## config.mk

```make
export PLATFORM = sky130hd
export DESIGN_NAME = generador_de_frecuencia_multicanal_flat
export DESIGN_NICKNAME = d
export VERILOG_FILES = /design/src/rtl/generador_de_frecuencia_multicanal_if.sv /design/src/rtl/generador_de_frecuencia_multicanal.sv /design/src/flat_wrapper.sv
export SDC_FILE = /design/constraint.sdc
export NUM_CORES = 1
export LEC_CHECK = 0
export ABC_AREA = 0
export CAP_MARGIN = 15
export CORE_MARGIN = 5
export CORE_UTILIZATION = 54
export DETAILED_ROUTE_END_ITERATION = 6
export PLACE_DENSITY = 0.76
export SLEW_MARGIN = 30
export SYNTH_ARGS = -nofsm -noshare
export SYNTH_HDL_FRONTEND = slang
export SYNTH_SLANG_ARGS = --single-unit
export TNS_END_PERCENT = 50
```

## constraint.sdc

```tcl
create_clock -name clk_periodo -period 2.3 [get_ports clk_periodo]
set_input_delay 0.46 -clock clk_periodo [delete_from_list [all_inputs] [get_ports clk_periodo]]
set_output_delay 0.46 -clock clk_periodo [all_outputs]
set_load 0.02 [all_outputs]
```

## src/rtl/generador_de_frecuencia_multicanal_if.sv

```systemverilog
// Load handshake bundle for the multi-channel tone generator.
// The master (melody source) addresses a channel and offers a half-period.
// The slave (generator) answers with listo.
interface generador_de_frecuencia_multicanal_if #(
  parameter int unsigned CANALES    = 2,
  parameter int unsigned ANCHO_TONO = 10,
  parameter int unsigned W_SEL      = (CANALES > 1) ? $clog2(CANALES) : 1
) ();

  logic [W_SEL-1:0]      canal_sel;
  logic [ANCHO_TONO-1:0] tono;
  logic                  modo_inmediato;
  logic                  cargar;
  logic                  listo;

  modport master (
    output canal_sel,
    output tono,
    output modo_inmediato,
    output cargar,
    input  listo
  );

  modport slave (
    input  canal_sel,
    input  tono,
    input  modo_inmediato,
    input  cargar,
    output listo
  );

endinterface

```

## src/rtl/generador_de_frecuencia_multicanal.sv

```systemverilog
// Multi-channel square-wave generator with first-order sigma-delta mixer.
// Each channel holds an applied half-period plus one queued value.
// Queued values are applied only on a falling edge of that channel's wave.
module generador_de_frecuencia_multicanal #(
  parameter int unsigned CANALES    = 2,
  parameter int unsigned ANCHO_TONO = 10
) (
  input  logic                                clk_periodo,
  input  logic                                reset,
  generador_de_frecuencia_multicanal_if.slave bus,
  output logic [CANALES-1:0]                  onda_cuadrada,
  output logic [CANALES-1:0]                  activo,
  output logic                                onda_mezcla
);

  localparam int unsigned W_SEL = (CANALES > 1) ? $clog2(CANALES) : 1;
  // acc stays below CANALES; the sum acc+n needs one extra bit.
  localparam int unsigned W_ACC = $clog2(CANALES) + 1;
  localparam int unsigned W_SUM = W_ACC + 1;

  logic [ANCHO_TONO-1:0] tono_act_q  [CANALES];
  logic [ANCHO_TONO-1:0] tono_act_d  [CANALES];
  logic [ANCHO_TONO-1:0] tono_pend_q [CANALES];
  logic [ANCHO_TONO-1:0] tono_pend_d [CANALES];
  logic [ANCHO_TONO-1:0] contador_q  [CANALES];
  logic [ANCHO_TONO-1:0] contador_d  [CANALES];
  logic [CANALES-1:0]    fase_q, fase_d;
  logic [CANALES-1:0]    pend_q, pend_d;
  logic [W_ACC-1:0]      acc_q, acc_d;
  logic                  mezcla_q, mezcla_d;

  logic                  listo_w;
  logic                  transfer;
  logic [W_SUM-1:0]      n_altos;
  logic [W_SUM-1:0]      suma;

  // Ready only for an in-range channel with an empty queue slot.
  always_comb begin
    listo_w = 1'b0;
    for (int i = 0; i < CANALES; i++) begin
      if (bus.canal_sel == W_SEL'(i)) listo_w = !pend_q[i];
    end
  end

  assign bus.listo = listo_w;
  assign transfer  = bus.cargar && listo_w;

  // Per-channel oscillator and load handling.
  always_comb begin
    fase_d = fase_q;
    pend_d = pend_q;
    for (int i = 0; i < CANALES; i++) begin
      tono_act_d[i]  = tono_act_q[i];
      tono_pend_d[i] = tono_pend_q[i];
      contador_d[i]  = contador_q[i];
    end
    for (int i = 0; i < CANALES; i++) begin
      if (tono_act_q[i] != '0) begin
        if (contador_q[i] == tono_act_q[i] - ANCHO_TONO'(1)) begin
          contador_d[i] = '0;
          fase_d[i]     = ~fase_q[i];
          // Falling edge: safe point to swap in the queued half-period.
          if (fase_q[i] && pend_q[i]) begin
            tono_act_d[i] = tono_pend_q[i];
            pend_d[i]     = 1'b0;
          end
        end else begin
          contador_d[i] = contador_q[i] + ANCHO_TONO'(1);
        end
      end else begin
        contador_d[i] = '0;
        fase_d[i]     = 1'b0;
      end
      // listo guarantees pend_q is clear here, so no clash with the swap above.
      if (transfer && (bus.canal_sel == W_SEL'(i))) begin
        if (bus.modo_inmediato || (tono_act_q[i] == '0)) begin
          tono_act_d[i] = bus.tono;
          contador_d[i] = '0;
          fase_d[i]     = 1'b0;
          pend_d[i]     = 1'b0;
        end else begin
          tono_pend_d[i] = bus.tono;
          pend_d[i]      = 1'b1;
        end
      end
    end
  end

  // Sigma-delta mix: density of ones tracks the fraction of high channels.
  always_comb begin
    n_altos = '0;
    for (int i = 0; i < CANALES; i++) begin
      n_altos = n_altos + W_SUM'(fase_q[i]);
    end
    suma = W_SUM'(acc_q) + n_altos;
    if (suma >= W_SUM'(CANALES)) begin
      mezcla_d = 1'b1;
      acc_d    = W_ACC'(suma - W_SUM'(CANALES));
    end else begin
      mezcla_d = 1'b0;
      acc_d    = W_ACC'(suma);
    end
  end

  // State registers with synchronous reset.
  always_ff @(posedge clk_periodo) begin
    if (reset) begin
      for (int i = 0; i < CANALES; i++) begin
        tono_act_q[i]  <= '0;
        tono_pend_q[i] <= '0;
        contador_q[i]  <= '0;
      end
      fase_q   <= '0;
      pend_q   <= '0;
      acc_q    <= '0;
      mezcla_q <= 1'b0;
    end else begin
      for (int i = 0; i < CANALES; i++) begin
        tono_act_q[i]  <= tono_act_d[i];
        tono_pend_q[i] <= tono_pend_d[i];
        contador_q[i]  <= contador_d[i];
      end
      fase_q   <= fase_d;
      pend_q   <= pend_d;
      acc_q    <= acc_d;
      mezcla_q <= mezcla_d;
    end
  end

  // Status flags derived from applied half-periods.
  always_comb begin
    for (int i = 0; i < CANALES; i++) begin
      activo[i] = (tono_act_q[i] != '0);
    end
  end

  assign onda_cuadrada = fase_q;
  assign onda_mezcla   = mezcla_q;

endmodule

```

## src/flat_wrapper.sv

```systemverilog
// flat-port wrapper written by rule: the top's interface ports become plain ports
module generador_de_frecuencia_multicanal_flat 
#(
  parameter int unsigned CANALES    = 2,
  parameter int unsigned ANCHO_TONO = 10
)
  (clk_periodo, reset, onda_cuadrada, activo, onda_mezcla, bus_canal_sel, bus_tono, bus_modo_inmediato, bus_cargar, bus_listo);
  generador_de_frecuencia_multicanal_if #(.CANALES(CANALES), .ANCHO_TONO(ANCHO_TONO)) bus_i ();
  input  logic clk_periodo;
  input  logic reset;
  output logic [CANALES-1:0] onda_cuadrada;
  output logic [CANALES-1:0] activo;
  output logic onda_mezcla;
  input wire logic [$bits(bus_i.canal_sel)-1:0] bus_canal_sel;
  input wire logic [$bits(bus_i.tono)-1:0] bus_tono;
  input wire logic [$bits(bus_i.modo_inmediato)-1:0] bus_modo_inmediato;
  input wire logic [$bits(bus_i.cargar)-1:0] bus_cargar;
  output wire logic [$bits(bus_i.listo)-1:0] bus_listo;
  assign bus_i.canal_sel = bus_canal_sel;
  assign bus_i.tono = bus_tono;
  assign bus_i.modo_inmediato = bus_modo_inmediato;
  assign bus_i.cargar = bus_cargar;
  assign bus_listo = bus_i.listo;
  generador_de_frecuencia_multicanal #(.CANALES(CANALES), .ANCHO_TONO(ANCHO_TONO)) u_core (.clk_periodo(clk_periodo), .reset(reset), .bus(bus_i), .onda_cuadrada(onda_cuadrada), .activo(activo), .onda_mezcla(onda_mezcla));
endmodule
```

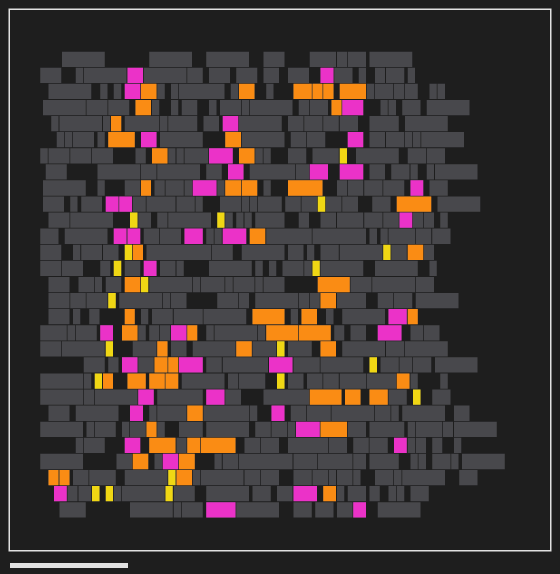
*Gate families picked out, run 1*
Bar = 20 um.
- inv cells: yellow (cells 20; most used inv_1)
- and/or cells: magenta (cells 40; most used or4_1)
- aoi and oai cells: orange (cells 57; most used o211ai_1)
logic share of the area: 0.499
Cell Count, Final, Fillers Out: 577
Commonest Layout Cell: dfxtp_1

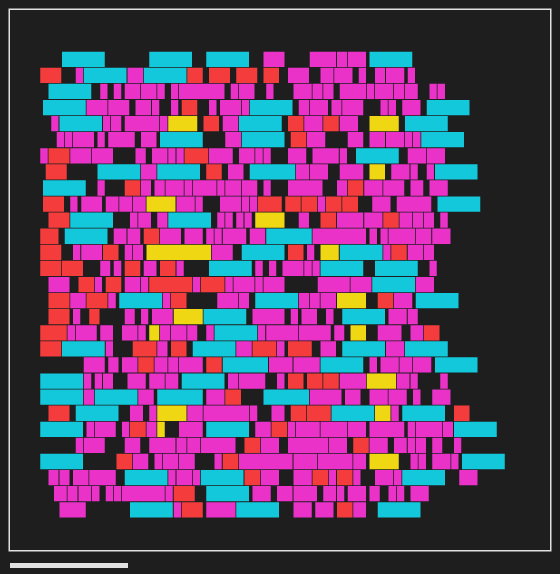
*Cells colored by class, run 1*
Bar = 20 um.
- remaining logic cells: magenta (cells 343; share of their area 53%)
- clock drivers and dummy loads: yellow (cells 16; share of their area 4.2%)
- registers: cyan (cells 67; share of their area 29%)
- remaining buffers and delay cells: red (cells 74; share of their area 14%)

==> results_dict.tcl, run 1 <==
# yosys + openroad results
set metrics [dict create \
    internal_power_mw 2.04 \
    htreeDepth 3 \
    comb_power_share 0.246 \
    overflow 0 \
    syn_area_um2 3570 \
    cts_tree "done" \
    gr-usage-met1 0.308 \
    swShare 0.308 \
    finish.utilization 0.736 \
    crit_type "flip-flop to flip-flop" \
    hold_viol 0 \
    ys.flops 67 \
    top_area_frac 0.376 \
    port_buffers 20 \
    root_buffer "clkbuf_8" \
    die_area_um2 8330 \
    outcome "complete, but fails checks" \
    p_per_area_nw_per_um2 627 \
    fp_util 0.559 \
    synth_seq_share 0.376 \
    worstSkewPairLatency_ps 340 \
    final_cell_mix "dfxtp_1 (62), nor2_1 (50), nand2_1 (46), buf_4 (46), nand3_1 (22)" \
    dr_wl_met3_um 549 \
    syn_inst 426 \
    avgSynthCellArea_um2 8.38 \
    path_clk_slew_ps 80 \
    syn-num-nets 450 \
    seq_area_um2 1350 \
    ctsHoldBuffers 0 \
    grt_usage 0.242 \
    nets 519 \
    dr_wl_met2_um 4880 \
    async_flop_share 0 \
    required_ps 2580 \
    warnings 32 \
    worstPathArrival_ps 2760 \
    gr-usage-met3 0.0479 \
    antenna_left 0 \
    violations "negative setup slack" \
    routed_wl_um 10100 \
    yosysWarnings 0 \
    seq-power_mw 1.26 \
    worst_slack_ps -179 \
    p_comb_mw 0.725 \
    areaGrowthSynthToFinish_pct 31.7 \
    finalCritPeriodShare 1.08 \
    final_area_um2 4700 \
    r2r_slack_ps -180 \
    rows 29 \
    rsz0062_at_grt "true" \
    avgRoutedWirePerCell_um 17.4 \
    die_w_um 91.3 \
    logic_area_um2 2350 \
    p_sw_mw 0.906 \
    ctsLongestPathBuffers 2 \
    dr.max_layer_used "met4" \
    hpwl_um 6610 \
    top_usage_layer "met2" \
    drc_errors 0 \
    ys_cells 426 \
    timing.fmax_mhz 403 \
    setup-violations-final 26 \
    slew_headroom 0.585 \
    period_minus_slack_ps 2480 \
    crit_fanout 7 \
    route.vias.total 3522 \
    grt_pass1_vias 3432 \
    io_pins 21 \
    drtIter0Drc 276 \
    edf_count 0 \
    use_met2 0.403 \
    vias_per_cell 6.10 \
    synthMostInstantiatedCell "dfxtp_1" \
    core_um2 6390 \
    post-place-ws_ps -276 \
    synthTopCellsByCount "dfxtp_1 (67), nor2_1 (50), nand2_1 (47), nand3_1 (22), mux2i_1 (21)" \
    synthDistinctLibCells 53 \
    met1_length_um 4390 \
    top_area_cell "dfxtp_1" \
    grt_pass1_wl_um 16300 \
    worst_pin_slew_ps 623 \
    antenna_found_initial 0 \
    place_area_um2 4220 \
    total_power_mw 2.95 \
    endpoint_kind "flip-flop" \
    hold_path.class "flip-flop to flip-flop" \
    n_fill_cell 434 \
    flop_cell "dfxtp_1" \
    first_pass_iters 5 \
    cap_violations 0 \
    power-top-group "registers" \
    peakVddDrop_v 0.000453 \
    cts_repair_resize_count 44 \
    placed_cells 553 \
    power_clock_mw 0.965 \
    antenna_cells 0 \
    die_y_um 91.3 \
    cts_buffers 9 \
    leakage_nw 1.80 \
    grt_max_degree 26 \
    yosys_area_um2 3570 \
    p_seq_frac 0.426 \
    drv_slew 0 \
    cp-start-kind "flip-flop" \
    clkPwrFrac 0.328 \
    drive_gt1_frac 0.250 \
    cts.sinks 67 \
    fin_skew_ps 7.51 \
    cts_setup_buffers 5 \
    topCellsByArea "dfxtp_1 (38%), mux2i_1 (5.9%), nor2_1 (5.3%)" \
    gp_congestion 0.890 \
]
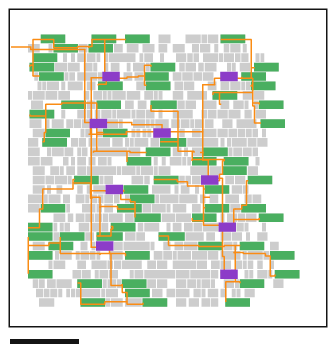
*Clock network drawn from the DEF, run 1*
Bar = 20 um.
- clock wires: orange (length 813 um)
- flip-flops: green (count 67)
- clock-net drivers: purple (count 9)
- routed clock nets: 10
- flops lie: widely spread

==> run 1: state kept, by name, indices dropped and copies added (netlist names) <==
signal / count
u_core.contador_q: 20
u_core.tono_act_q: 20
u_core.tono_pend_q: 20
u_core.acc_q: 2
u_core.onda_cuadrada: 2
u_core.pend_q: 2
u_core.onda_mezcla: 1
==> run 1: cells by family (layout without fill, tap and decap cells) <==
kind of cell	count (synthesis)	in the layout	synth area share
flops	67	67	0.376
compound gates	68	70	0.136
buf+inv	38	110	0.0424
fa+ha+maj	9	9	0.0337
xor+xnor	37	37	0.0908
mux	21	21	0.0589
simple gates	186	186	0.262
==> run 1: stage by stage <==
step	hold WS, ps	TNS (ps)
finish	492	-1820
global route	514	-4430
CTS	500	-910
detailed placement	480	-6860
global placement	469	-4240
floorplan	447	-2110
==> run 1: cell type report <==
class	instances	share of cell area
clock inverter	6	0.0141
multi-input combinational	323	0.499
inverter	20	0.0160
tap	77	0.0205
sequential	67	0.287
clock buffer	10	0.0272
timing repair buffer	74	0.136
==> run 1: worst max-delay path: stages (launching register included) <==
cell	delay, ps
dfxtp_2	340
or4_4	560
nor3_1	300
o22ai_1	170
a311o_2	460
or4_1	440
a31oi_1	140
==> run 1: worst paths after layout <==
path,startpoint,to,cells past startpoint
setup / recovery,u_core.tono_act_q[0][1]$_SDFF_PP0_,u_core.tono_act_q[0][7]$_SDFF_PP0_,6
hold reg to reg,u_core.tono_pend_q[0][19]$_SDFFE_PP0P_,u_core.tono_pend_q[0][19]$_SDFFE_PP0P_,2
hold / removal,u_core.tono_pend_q[0][19]$_SDFFE_PP0P_,u_core.tono_pend_q[0][19]$_SDFFE_PP0P_,2
setup reg to reg,u_core.tono_act_q[0][1]$_SDFF_PP0_,u_core.tono_act_q[0][7]$_SDFF_PP0_,6
==> run 2: changes to the inputs <==
Settings changed: CTS_CLUSTER_DIAMETER set to 120.
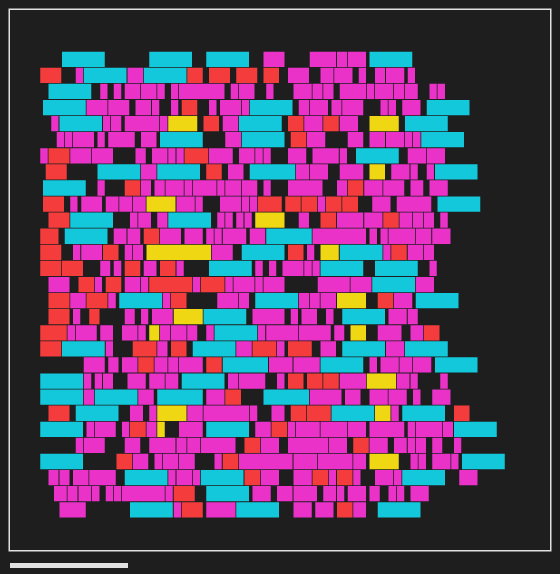
*Cells colored by class, run 2*
Bar = 20 um.
- remaining buffers and delay cells: red (cells 74; share of their area 14%)
- remaining logic cells: magenta (cells 343; share of their area 53%)
- registers: cyan (cells 67; share of their area 29%)
- clock drivers and dummy loads: yellow (cells 16; share of their area 4.2%)

==> results_dict.tcl, run 2 <==
# yosys + openroad results
set metrics [dict create \
    hold_viol 0 \
    path_clk_slew_ps 80 \
    top_regs "u_core.contador_q x20, u_core.tono_act_q x20, u_core.tono_pend_q x20" \
    setup-violations-final 26 \
    synth_seq_share 0.376 \
    setup-tns-final_ps -1820 \
    cts_tree "done" \
    syn_area_um2 3570 \
    cp-start-kind "flip-flop" \
    crit_family "simple AND/OR/NAND/NOR gates" \
    areaGrowthSynthToFinish_pct 31.7 \
    drive_gt1_frac 0.250 \
    synthTopCellsByCount "dfxtp_1 (67), nor2_1 (50), nand2_1 (47), nand3_1 (22), mux2i_1 (21)" \
    route.vias.total 3522 \
    fp_util 0.559 \
    hold_path.class "flip-flop to flip-flop" \
    cts_setup_buffers 5 \
    rows 29 \
    cts_buffers 9 \
    grt_pass1_wl_um 16300 \
    peakVddDrop_v 0.000453 \
    outcome "complete, but fails checks" \
    edf_count 0 \
    warnings 32 \
    gr-usage-met3 0.0479 \
    max_stage_delay_ps 560 \
    period_minus_slack_ps 2480 \
    crit_type "flip-flop to flip-flop" \
    antenna_left 0 \
    worstSkewPairLatency_ps 340 \
    top_usage_layer "met2" \
    comb_power_share 0.246 \
    drv_slew 0 \
    hpwl_um 6610 \
    lay_top_count "dfxtp_1" \
    cts_repair_resize_count 44 \
    die_y_um 91.3 \
    grt_max_degree 26 \
    overflow 0 \
    rsz0062_at_grt "true" \
    yosysWarnings 0 \
    slew_headroom 0.585 \
    gp_congestion 0.890 \
    synthMostInstantiatedCell "dfxtp_1" \
    clkPwrFrac 0.328 \
    worst_slack_ps -179 \
    fin_skew_ps 7.51 \
    cts.sinks 67 \
    cap_violations 0 \
    io_pins 21 \
    antenna_found_initial 0 \
    p_seq_frac 0.426 \
    finish.utilization 0.736 \
    critPathBufInv 0 \
    worstPathArrival_ps 2760 \
    ys_cells 426 \
    gr-usage-met1 0.308 \
    use_met2 0.403 \
    place_area_um2 4220 \
    core_um2 6390 \
    power_clock_mw 0.965 \
    placed_cells 553 \
    required_ps 2580 \
    timing.fmax_mhz 403 \
    violations "negative setup slack" \
    port_buffers 20 \
    top_area_cell "dfxtp_1" \
    nets 519 \
    final_area_um2 4700 \
    ys.flops 67 \
    layout.cells.non_filler 577 \
    yosys_area_um2 3570 \
    drc_errors 0 \
    routed_wl_um 10100 \
    swShare 0.308 \
    topCellsByArea "dfxtp_1 (38%), mux2i_1 (5.9%), nor2_1 (5.3%)" \
    seq-power_mw 1.26 \
    whs_ps 492 \
    htreeDepth 3 \
    grt_pass1_vias 3432 \
    avgRoutedWirePerCell_um 17.4 \
    p_comb_mw 0.725 \
    vias_per_cell 6.10 \
    ctsLongestPathBuffers 2 \
    top_area_frac 0.376 \
    final_cell_mix "dfxtp_1 (62), nor2_1 (50), nand2_1 (46), buf_4 (46), nand3_1 (22)" \
    root_buffer "clkbuf_8" \
    antenna_cells 0 \
    ctsHoldBuffers 0 \
    first_pass_iters 5 \
    p_per_area_nw_per_um2 627 \
]
[run 2: cell counts in the layout (fill, tap and decap cells not counted)]
No cell type changed its count.
[run 2: metal layers]
layer / wire length, um / vias to the layer above
li1: - / 1668
met1: 4390 / 1697
met2: 4880 / 133
met3: 549 / 24
met4: 229 / 0
met5: 0 / -
[run 2: path summary, 6_finish.rpt]
check | start | endpoint | slack, ps | depth (start not counted)
min reg2reg | u_core.tono_pend_q[0][19]$_SDFFE_PP0P_ | u_core.tono_pend_q[0][19]$_SDFFE_PP0P_ | 490 | 2
min | u_core.tono_pend_q[0][19]$_SDFFE_PP0P_ | u_core.tono_pend_q[0][19]$_SDFFE_PP0P_ | 490 | 2
max reg2reg | u_core.tono_act_q[0][1]$_SDFF_PP0_ | u_core.tono_act_q[0][7]$_SDFF_PP0_ | -180 | 6
max | u_core.tono_act_q[0][1]$_SDFF_PP0_ | u_core.tono_act_q[0][7]$_SDFF_PP0_ | -180 | 6
[run 2: kinds of logic (layout without fill, tap and decap cells)]
kind of cell    Yosys count  count (layout)  synth area share
simple gates            186             186             0.262
compound gates           68              70             0.136
flops                    67              67             0.376
buf+inv                  38             110            0.0424
xor+xnor                 37              37            0.0908
mux                      21              21            0.0589
fa+ha+maj                 9               9            0.0337
[run 2: area by class of cell]
| type | count | area (um2) | area share |
|---|---|---|---|
| multi-input combinational | 323 | 2350 | 0.499 |
| clock buffer | 10 | 128 | 0.0272 |
| clock inverter | 6 | 66.3 | 0.0141 |
| sequential | 67 | 1350 | 0.287 |
| inverter | 20 | 75.1 | 0.0160 |
| timing repair buffer | 74 | 641 | 0.136 |
| tap | 77 | 96.3 | 0.0205 |
### Clock network drawn from the DEF, run 2

Bar = 20 um.
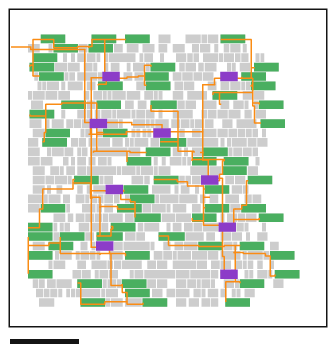

==> run 3: changes to the inputs <==
Settings changed: MAX_ROUTING_LAYER set to met4.
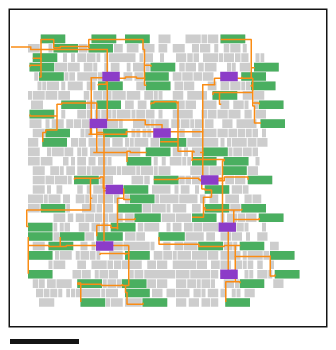
*Clock network drawn from the DEF, run 3*
Bar = 20 um.
- clock-net drivers: purple (count 9)
- flip-flops: green (count 67)
- clock wires: orange (length 831 um)
- flops lie: widely spread
- routed clock nets: 10
skew final: 7.41 ps
clock share of power: 0.328
clk_lat worst skew: 350 ps
Clk. pwr: 0.967 mW

==> results_dict.tcl, run 3 <==
# yosys + openroad results
set metrics [dict create \
    antenna_found_initial 0 \
    ctsLongestPathBuffers 2 \
    cp_cell_sequence "or4_4, nor3_1, o22ai_1, a311o_2, or4_1, a31oi_1" \
    n_fill_cell 434 \
    async_flop_share 0 \
    die_w_um 91.3 \
    ctsHoldBuffers 0 \
    port_buffers 20 \
    top_regs "u_core.contador_q x20, u_core.tono_act_q x20, u_core.tono_pend_q x20" \
    leakage_nw 1.80 \
    gr-usage-met1 0.309 \
    routed_wl_um 10100 \
    syn_area_um2 3570 \
    crit_type "flip-flop to flip-flop" \
    rsz0062_at_grt "true" \
    cts_tree "done" \
    die_area_um2 8330 \
    total_power_mw 2.95 \
    crit_family "simple AND/OR/NAND/NOR gates" \
    overflow 0 \
    setup-violations-final 32 \
    violations "negative setup slack" \
    synthDistinctLibCells 53 \
    cts_buffers 9 \
    top_usage_layer "met2" \
    yosys_area_um2 3570 \
    nets 519 \
    core_um2 6390 \
    seq_area_um2 1350 \
    top_area_cell "dfxtp_1" \
    final_cell_mix "dfxtp_1 (62), nor2_1 (50), nand2_1 (46), buf_4 (46), nand3_1 (22)" \
    synth_seq_share 0.376 \
    logic_area_um2 2350 \
    warnings 32 \
    drtIter0Drc 251 \
    finalCritPeriodShare 1.09 \
    io_pins 21 \
    antenna_left 0 \
    die_y_um 91.3 \
    fp_util 0.559 \
    flop_cell "dfxtp_1" \
    crit_fanout 7 \
    cp-start-kind "flip-flop" \
    route.vias.total 3478 \
    ys.flops 67 \
    post-place-ws_ps -276 \
    whs_ps 492 \
    drive_gt1_frac 0.250 \
    root_buffer "clkbuf_8" \
    required_ps 2580 \
    synthMostInstantiatedCell "dfxtp_1" \
    path_clk_slew_ps 80 \
    syn-num-nets 450 \
    gp_congestion 0.905 \
    avgRoutedWirePerCell_um 17.6 \
    htreeDepth 3 \
    cts.sinks 67 \
    hold_viol 0 \
    use_met2 0.403 \
    endpoint_kind "flip-flop" \
    critPathBufInv 0 \
    cp_slowest_cell "or4_4" \
    final_area_um2 4700 \
    hpwl_um 6610 \
    vias_per_cell 6.03 \
    lay_top_count "dfxtp_1" \
    topCellsByArea "dfxtp_1 (38%), mux2i_1 (5.9%), nor2_1 (5.3%)" \
    top_area_frac 0.376 \
    rows 29 \
    grt_pass1_wl_um 16300 \
    syn_inst 426 \
    r2r_slack_ps -200 \
    peakVddDrop_v 0.000454 \
    max_stage_delay_ps 560 \
    hold_path.class "flip-flop to flip-flop" \
    ys_cells 426 \
    place_area_um2 4220 \
    first_pass_iters 7 \
    synthTopCellsByCount "dfxtp_1 (67), nor2_1 (50), nand2_1 (47), nand3_1 (22), mux2i_1 (21)" \
    worst_slack_ps -200 \
    drv_slew 0 \
    grt_usage 0.249 \
    areaGrowthSynthToFinish_pct 31.7 \
    slew_headroom 0.588 \
    avgSynthCellArea_um2 8.38 \
    gr-usage-met3 0.0463 \
    p_per_area_nw_per_um2 627 \
    timing.fmax_mhz 400 \
    cap_violations 0 \
    grt_pass1_vias 3426 \
    antenna_cells 0 \
    grt_max_degree 26 \
    worst_pin_slew_ps 619 \
    worstPathArrival_ps 2780 \
    outcome "complete, but fails checks" \
    period_minus_slack_ps 2500 \
    yosysWarnings 0 \
    edf_count 0 \
    drc_errors 0 \
    setup-tns-final_ps -2180 \
]
[run 3: through the flow]
step,instances,utilization
after CTS,576,0.723
after global routing,577,0.736
after detailed placement,553,0.660
final,577,0.736
after floorplan,426,-
after global placement,553,0.660
[run 3: where the power goes]
part / switching (mW) / internal [mW]
Sequential: 0.0461 / 1.21
Combinational: 0.394 / 0.329
Clock: 0.467 / 0.500
Total: 0.907 / 2.04
[run 3: final timing paths]
check / start / endpoint / cells past startpoint
worst max-delay path: u_core.tono_act_q[0][1]$_SDFF_PP0_ / u_core.tono_act_q[0][7]$_SDFF_PP0_ / 6
worst min-delay path: u_core.tono_pend_q[0][19]$_SDFFE_PP0P_ / u_core.tono_pend_q[0][19]$_SDFFE_PP0P_ / 2
worst max register to register: u_core.tono_act_q[0][1]$_SDFF_PP0_ / u_core.tono_act_q[0][7]$_SDFF_PP0_ / 6
worst min register to register: u_core.tono_pend_q[0][19]$_SDFFE_PP0P_ / u_core.tono_pend_q[0][19]$_SDFFE_PP0P_ / 2
[run 3: routing by layer]
metal | routed length [um] | vias to the layer above
li1 | - | 1663
met4 | 230 | 0
met3 | 605 | 27
met5 | 0 | -
met1 | 4380 | 1659
met2 | 4910 | 129
[run 3: kinds of logic after synthesis]
logic type,after synthesis,share of synthesized area
fa+ha+maj,9,0.0337
xor+xnor,37,0.0908
compound gates,68,0.136
mux,21,0.0589
flops,67,0.376
simple gates,186,0.262
buf+inv,38,0.0424
[run 3: timing repair]
item                                    in CTS  in global routing
pin swaps                                   30                 22
resized                                     44                 17
endpoints found under the setup margin      44                 52
cloned                                       2                  1
setup buffers                                5                  0
[run 3: cell type report]
cell class,count,area share
repair buffers,74,0.136
multi-input cells,323,0.499
clock inverters,6,0.0141
well taps,77,0.0205
clock buffers,10,0.0272
flip-flops and latches,67,0.287
inverters,20,0.0160
Power figures rest on the tool's default switching activity, not on a simulated workload.
